`config.mk`:
```
export PLATFORM = sky130hd
export DESIGN_NAME = pipe_reg
export DESIGN_NICKNAME = d
export VERILOG_FILES = /design/src/rtl/pipe_reg_pkg.sv /design/src/rtl/pipe_reg_entry.sv /design/src/rtl/pipe_reg.sv
export SDC_FILE = /design/constraint.sdc
export NUM_CORES = 1
export LEC_CHECK = 0
export CAP_MARGIN = 10
export CORE_ASPECT_RATIO = 0.5
export CORE_MARGIN = 1
export CORE_UTILIZATION = 47
export DETAILED_ROUTE_END_ITERATION = 8
export MAX_ROUTING_LAYER = met4
export PLACE_DENSITY = 0.84
export SLEW_MARGIN = 20
export SYNTH_ARGS = -nofsm -noshare
export SYNTH_HDL_FRONTEND = slang
export SYNTH_SLANG_ARGS = --single-unit
```
`constraint.sdc`:
```
create_clock -name clock -period 3.4 [get_ports clock]
set_input_delay 0.34 -clock clock [delete_from_list [all_inputs] [get_ports clock]]
set_output_delay 0.34 -clock clock [all_outputs]
set_load 0.01 [all_outputs]
```
`src/rtl/pipe_reg_pkg.sv`:
```
// pipe_reg_pkg: shared defaults for pipeline-stage registers.
package pipe_reg_pkg;
    localparam int PIPE_WIDTH_DEF = 32;
    localparam int PIPE_CNT_W_DEF = 16;
endpackage

```
`src/rtl/pipe_reg_entry.sv`:
```
// pipe_reg_entry: data register plus valid bit with load, clear and async active-low reset.
module pipe_reg_entry #(
    parameter int WIDTH = 32,
    parameter logic [WIDTH-1:0] RESET_VAL = '0
) (
    input  logic             clock,
    input  logic             reset_n,
    input  logic             ld,
    input  logic             clr,
    input  logic [WIDTH-1:0] d,
    output logic [WIDTH-1:0] q,
    output logic             v
);
    logic [WIDTH-1:0] data_q, data_d;
    logic             valid_q, valid_d;

    // clear only drops valid; data is don't-care while invalid
    always_comb begin
        data_d  = ld ? d : data_q;
        valid_d = clr ? 1'b0 : ld ? 1'b1 : valid_q;
    end

    always_ff @(posedge clock or negedge reset_n) begin
        if (!reset_n) begin
            data_q  <= RESET_VAL;
            valid_q <= 1'b0;
        end else begin
            data_q  <= data_d;
            valid_q <= valid_d;
        end
    end

    assign q = data_q;
    assign v = valid_q;
endmodule

```
`src/rtl/pipe_reg.sv`:
```
// pipe_reg: valid/ready pipeline-stage register with flush and saturating stall counter.
// Defining PIPE_REG_SKID_EN adds a skid entry so in_ready no longer depends on out_ready.
module pipe_reg import pipe_reg_pkg::*; #(
    parameter int WIDTH = PIPE_WIDTH_DEF,
    parameter int CNT_W = PIPE_CNT_W_DEF,
    parameter logic [WIDTH-1:0] RESET_VAL = '0
) (
    input  logic             clock,
    input  logic             reset_n,
    input  logic [WIDTH-1:0] in_data,
    input  logic             in_valid,
    output logic             in_ready,
    input  logic             flush,
    output logic [WIDTH-1:0] out_data,
    output logic             out_valid,
    input  logic             out_ready,
    input  logic             clr_count,
    output logic [CNT_W-1:0] stall_count
);
    logic             in_xfer, out_xfer;
    logic             m_ld, m_clr;
    logic [WIDTH-1:0] m_d;
    logic [CNT_W-1:0] cnt_q, cnt_d;

    assign in_xfer  = in_valid && in_ready;
    assign out_xfer = out_valid && out_ready;

`ifdef PIPE_REG_SKID_EN
    logic             s_ld, s_clr, s_valid;
    logic [WIDTH-1:0] s_data;

    assign in_ready = flush || !s_valid;

    // a parked skid word always drains ahead of new input
    always_comb begin
        m_d   = s_valid ? s_data : in_data;
        m_ld  = !flush && (!out_valid || out_ready) && (s_valid || in_xfer);
        m_clr = flush || (out_xfer && !s_valid && !in_xfer);
        s_ld  = !flush && in_xfer && out_valid && !out_ready;
        s_clr = flush || (s_valid && out_xfer);
    end

    pipe_reg_entry #(.WIDTH(WIDTH), .RESET_VAL(RESET_VAL)) u_skid (
        .clock   (clock),
        .reset_n (reset_n),
        .ld      (s_ld),
        .clr     (s_clr),
        .d       (in_data),
        .q       (s_data),
        .v       (s_valid)
    );
`else
    assign in_ready = flush || !out_valid || out_ready;

    always_comb begin
        m_d   = in_data;
        m_ld  = in_xfer && !flush;
        m_clr = flush || (out_xfer && !in_xfer);
    end
`endif

    pipe_reg_entry #(.WIDTH(WIDTH), .RESET_VAL(RESET_VAL)) u_main (
        .clock   (clock),
        .reset_n (reset_n),
        .ld      (m_ld),
        .clr     (m_clr),
        .d       (m_d),
        .q       (out_data),
        .v       (out_valid)
    );

    always_comb begin
        cnt_d = clr_count ? '0
              : (out_valid && !out_ready && cnt_q != {CNT_W{1'b1}}) ? cnt_q + CNT_W'(1)
              : cnt_q;
    end

    always_ff @(posedge clock or negedge reset_n) begin
        if (!reset_n) cnt_q <= '0;
        else          cnt_q <= cnt_d;
    end

    assign stall_count = cnt_q;
endmodule

```
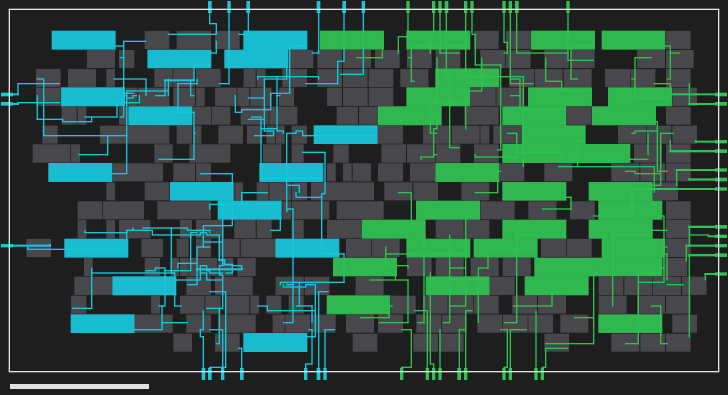
Figure 1: run 1, I/O nets highlighted.
Bar = 20 um.
Key: stall_count = cyan [bits 16, direction output, edge 7 bottom, 6 top, 3 left, end cells 16, wire 709 um]; out_data = green [bits 32, direction output, edge 12 right, 10 bottom, 10 top, end cells 32, wire 766 um]

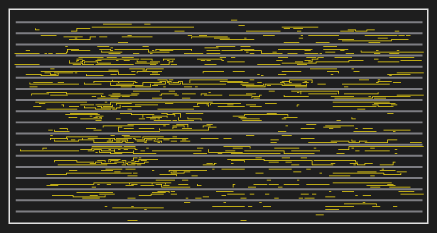
Figure 2: run 1, metal 1.
Supply wires on this layer in gray.
The wires run mostly horizontal. The layer holds 42% of the routed length. The layer carries 2,160 um of wire.

==> results.txt, run 1 <==
Cts hold-fix bufs -> 0
Internal Pwr Total -> 986 uW
Io pins -> 88
R2r endpoint -> stall_count[12]
Skew final -> 0.00601 ns
Clock net power -> 340 uW
N_taps -> 66
Area Growth Syn to Fin -> 42.7%
Fin crit share -> 58.8%
Multi-input gates -> 117
Max VDD drop -> 205 uV
Met3 usage -> 4.70%
Status -> finished clean
Achievable Freq -> 500 MHz
Diodes inserted -> 0
Worst min path class -> primary input to async pin
Arrival time at the worst endpoint -> 1.66 ns
Gpl congestion -> 0.765
YS chip area -> 0.00234 sq mm
Slew headroom -> 43.6%
Post-synth seq share -> 52.3%
Multiplexer share of the synthesized area -> 21.1%
CP Cell Sequence -> clkdlybuf4s50_1 > nor2b_1 > buf_4 > nand2b_1 > clkdlybuf4s50_1
Mean Syn Cell Area -> 13.3 sq um
Dominant logic cell types in the final layout -> clkdlybuf4s50_1, dfrtp_1, mux2_1, nor2_1, nor2b_1
Worst path buffer plus inverter count -> 3
Final non-filler cell total -> 331
Cell Type Count -> 40
CTS H-tree depth -> 2
Kind of critical path -> primary input to primary output
Commonest Layout Cell -> clkdlybuf4s50_1
Top logic family -> multiplexers
Async set-reset flop share out of synthesis -> 100%
Clk root buf -> clkbuf_8
Yosys cell count -> 176
Setup Buffers After CTS -> 0
Yosys adder share -> 0.534%
Setup TNS -> 0 ns
Yosys top cell by area -> dfrtp_1
R2R Path Start -> stall_count[0]
Nets -> 303
CTS max path bufs -> 2
M1 WL -> 2.16 mm
Largest class -> registers
Crit path required time -> 3.06 ns
Max power group -> sequential cells
Post-Synth AOI/OAI Area -> 8.44%
CP max-delay cell -> clkdlybuf4s50_1
Final Instance Area -> 0.00334 sq mm
Met2 WL -> 2.70 mm
Worst path max stage delay -> 0.54 ns
Total power -> 1.33 mW
Synthesized cell area -> 0.00234 sq mm
Cells after DPL -> 323
Clock-cell share -> 2.62%
Synth top cell by count -> dfrtp_1
Chip Height -> 51.9 um
Seq pwr share -> 51.3%
Clock power frac -> 25.6%
R2R setup slack -> 1.42 ns
Initial DRC count -> 36
Met1 global-route usage -> 23.2%
Post-synth EDFFs -> 0
Met2 Track Usage GR -> 38.7%
Sequential power -> 682 uW
FF+latch area -> 0.00123 sq mm
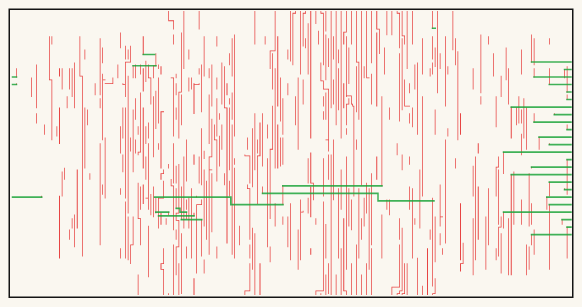
Figure 3: run 1, signal wires by layer.
Only two layers are drawn.
Key: metal 3 = green [wire length 220 um]; metal 2 = red [wire length 2,700 um]

==> inputs of run 2 (changes only) <==
--- a/config.mk
+++ b/config.mk
@@ -8,10 +8,10 @@
 export CAP_MARGIN = 10
 export CORE_ASPECT_RATIO = 0.5
 export CORE_MARGIN = 1
-export CORE_UTILIZATION = 47
+export CORE_UTILIZATION = 40
 export DETAILED_ROUTE_END_ITERATION = 8
 export MAX_ROUTING_LAYER = met4
-export PLACE_DENSITY = 0.84
+export PLACE_DENSITY = 0.76
 export SLEW_MARGIN = 20
 export SYNTH_ARGS = -nofsm -noshare
 export SYNTH_HDL_FRONTEND = slang
==> constraint.sdc (replaced) <==
create_clock -name clock -period 1.8 [get_ports clock]
set_input_delay 0.18 -clock clock [delete_from_list [all_inputs] [get_ports clock]]
set_output_delay 0.18 -clock clock [all_outputs]
set_load 0.01 [all_outputs]
==> results.txt, run 2 <==
CTS max path bufs -> 2 (unchanged)
Yosys top cell by area -> dfrtp_1
Io pins -> 88 (unchanged)
Yosys adder share -> 0.534% (unchanged)
Post-synth EDFFs -> 0 (unchanged)
M1 WL -> 2.32 mm (+7.6%)
Violated checks -> negative hold slack
Met3 usage -> 3.98% (-0.72 points)
Yosys cell count -> 176 (unchanged)
Fin crit share -> 98.1%
Final non-filler cell total -> 361 (+9.1%)
Status -> complete, but fails checks
Clock net power -> 920 uW (+170%)
Total power -> 2.80 mW (+110%)
Final Hold Viols -> 6
Met2 WL -> 2.67 mm (-1.1%)
Area Growth Syn to Fin -> 53.6%
Diodes inserted -> 0 (unchanged)
Cts hold-fix bufs -> 0 (unchanged)
YS chip area -> 0.00234 sq mm (unchanged)
Top logic family -> multiplexers
Initial DRC count -> 36 (unchanged)
Max VDD drop -> 427 uV (+110%)
Worst hold slack -> -0.00224 ns
Arrival time at the worst endpoint -> 1.93 ns (+0.27 ns)
CP max-delay cell -> dfrtp_1
Async set-reset flop share out of synthesis -> 100% (unchanged)
Synthesized cell area -> 0.00234 sq mm (unchanged)
Multiplexer share of the synthesized area -> 21.1% (unchanged)
Mean Syn Cell Area -> 13.3 sq um (unchanged)
Crit path required time -> 1.96 ns (-1.10 ns)
Seq pwr share -> 45.9% (-5.4 points)
Slew headroom -> 58.3% (+15 points)
Sequential power -> 1.28 mW (+88%)
Met1 global-route usage -> 22.8% (-0.36 points)
R2R setup slack -> 0.03 ns (-1.39 ns)
Dominant logic cell types in the final layout -> clkdlybuf4s50_1, dfrtp_1, mux2_1, buf_4, nor2_1
Worst path max stage delay -> 0.42 ns (-0.12 ns)
Max power group -> sequential cells
Synth top cell by count -> dfrtp_1
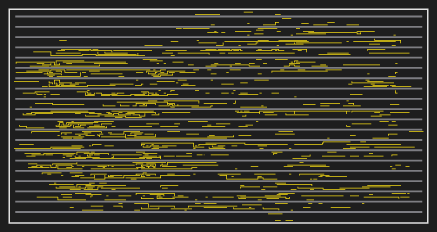
Figure 4: run 2, metal 1.
Supply wires on this layer in gray.
The wires run mostly horizontal. The layer holds 44% of the routed length. 286 nets have wire on it.

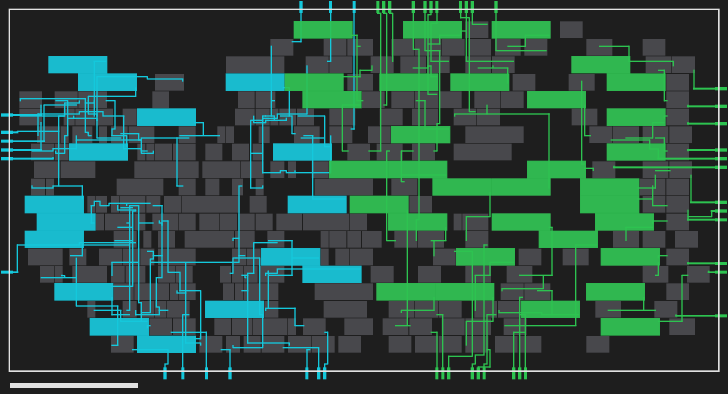
Figure 5: run 2, I/O nets highlighted.
Bar = 20 um.
Key: out_data = green [bits 32, direction output, edge 12 right, 11 top, 9 bottom, end cells 32, wire 747 um]; stall_count = cyan [bits 16, direction output, edge 7 bottom, 6 left, 3 top, end cells 16, wire 839 um]

==> inputs of run 3 (changes only) <==
--- a/config.mk
+++ b/config.mk
@@ -5,11 +5,11 @@
 export SDC_FILE = /design/constraint.sdc
 export NUM_CORES = 1
 export LEC_CHECK = 0
-export CAP_MARGIN = 10
 export CORE_ASPECT_RATIO = 0.5
 export CORE_MARGIN = 1
 export CORE_UTILIZATION = 40
 export DETAILED_ROUTE_END_ITERATION = 8
+export HOLD_SLACK_MARGIN = 0.12
 export MAX_ROUTING_LAYER = met4
 export PLACE_DENSITY = 0.76
 export SLEW_MARGIN = 20
==> results.txt, run 3 <==
Arrival time at the worst endpoint -> 1.93 ns (about the same)
Final non-filler cell total -> 362 (+0.28%)
Yosys adder share -> 0.534% (unchanged)
Met3 usage -> 3.98% (unchanged)
Initial antenna violation count -> 0
Clk root buf -> clkbuf_16
Post-synth EDFFs -> 0 (unchanged)
Slew headroom -> 58.3% (about the same)
Setup Buffers After CTS -> 0
Largest class -> registers
Row count -> 19
Chip Height -> 56.1 um
Met2 WL -> 2.72 mm (+1.7%)
Clk_lat worst skew -> 0.29 ns
Async set-reset flop share out of synthesis -> 100% (unchanged)
Pwr dens -> 776 mW/mm^2
Setup ws final -> 0.0363 ns
Mean Syn Cell Area -> 13.3 sq um (unchanged)
Seq pwr share -> 45.9% (about the same)
Signal buffers -> 113
Top logic family -> multiplexers
Top routing layer used -> met4
Area Growth Syn to Fin -> 54.0%
CP endpoint -> stall_count[12]
Yosys cell count -> 176 (unchanged)
R2R Path Start -> stall_count[1]
LEAKAGE -> 1.50 nW
Max power group -> sequential cells
Initial DRC count -> 39 (+8.3%)
Routed vias -> 1,809
Die Wd -> 110 um
Status -> finished clean
Core ar. -> 0.00556 sq mm
Area leader share -> 52.3%
Synthesized cell area -> 0.00234 sq mm (unchanged)
Place WS -> -0.00930 ns
Diodes inserted -> 0 (unchanged)
M1 WL -> 2.31 mm (-0.34%)
Dominant logic cell types in the final layout -> clkdlybuf4s50_1, dfrtp_1, mux2_1, buf_4, nor2_1
Fraction of area in registers -> 34.0%
Max VDD drop -> 429 uV (+0.47%)
R2R setup slack -> 0.04 ns (about the same)
Cts hold-fix bufs -> 1 (+1)
Fin crit share -> 98.0% (-0.12 points)
Total power -> 2.80 mW (+0.10%)
Multiplexer share of the synthesized area -> 21.1% (unchanged)
Setup crit start -> stall_count[1]
Met1 global-route usage -> 22.9% (+0.075 points)
Final Hold Viols -> 0 (-6)
CTS max path bufs -> 2 (unchanged)
Core occupancy in the finished layout -> 64.9%
Worst path max stage delay -> 0.42 ns (about the same)
Combinational share of power -> 21.3%
Worst setup EP type -> flip-flop
Xor+xnor area frac -> 0%
Kind of critical path -> flip-flop to flip-flop
CTS tree -> built
Clock power frac -> 32.9%
Worst hold slack -> 0.484 ns (+0.486 ns)
Clock net power -> 921 uW (about the same)
WL met3 -> 224 um
CP max-delay cell -> dfrtp_1
Max-cap viol count -> 0
Syn Nets -> 215
RSZ-0062 raised after global routing -> no
Sequential power -> 1.28 mW (about the same)
Io pins -> 88 (unchanged)
Yosys top cell by area -> dfrtp_1
Crit path required time -> 1.96 ns (about the same)
R2R depth -> 5
YS chip area -> 0.00234 sq mm (unchanged)
GRT overflow -> 0
Synth top cell by count -> dfrtp_1
Hold path depth -> 1
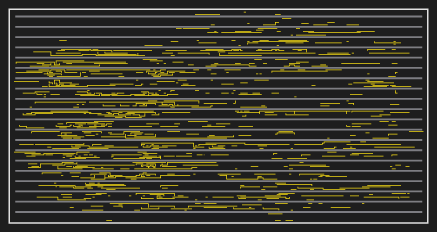
Figure 6: run 3, metal 1.
Supply wires on this layer in gray.
287 nets have wire on it. The layer carries 2,310 um of wire. The wires run mostly horizontal. The layer holds 44% of the routed length. The longest straight run is 26.7 um.

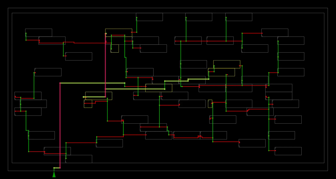
Figure 7: run 3, clock routing.
flip-flops: 49
Num CTS Buffers: 5
clock sinks: 49

Power and IR drop assume default switching activity.
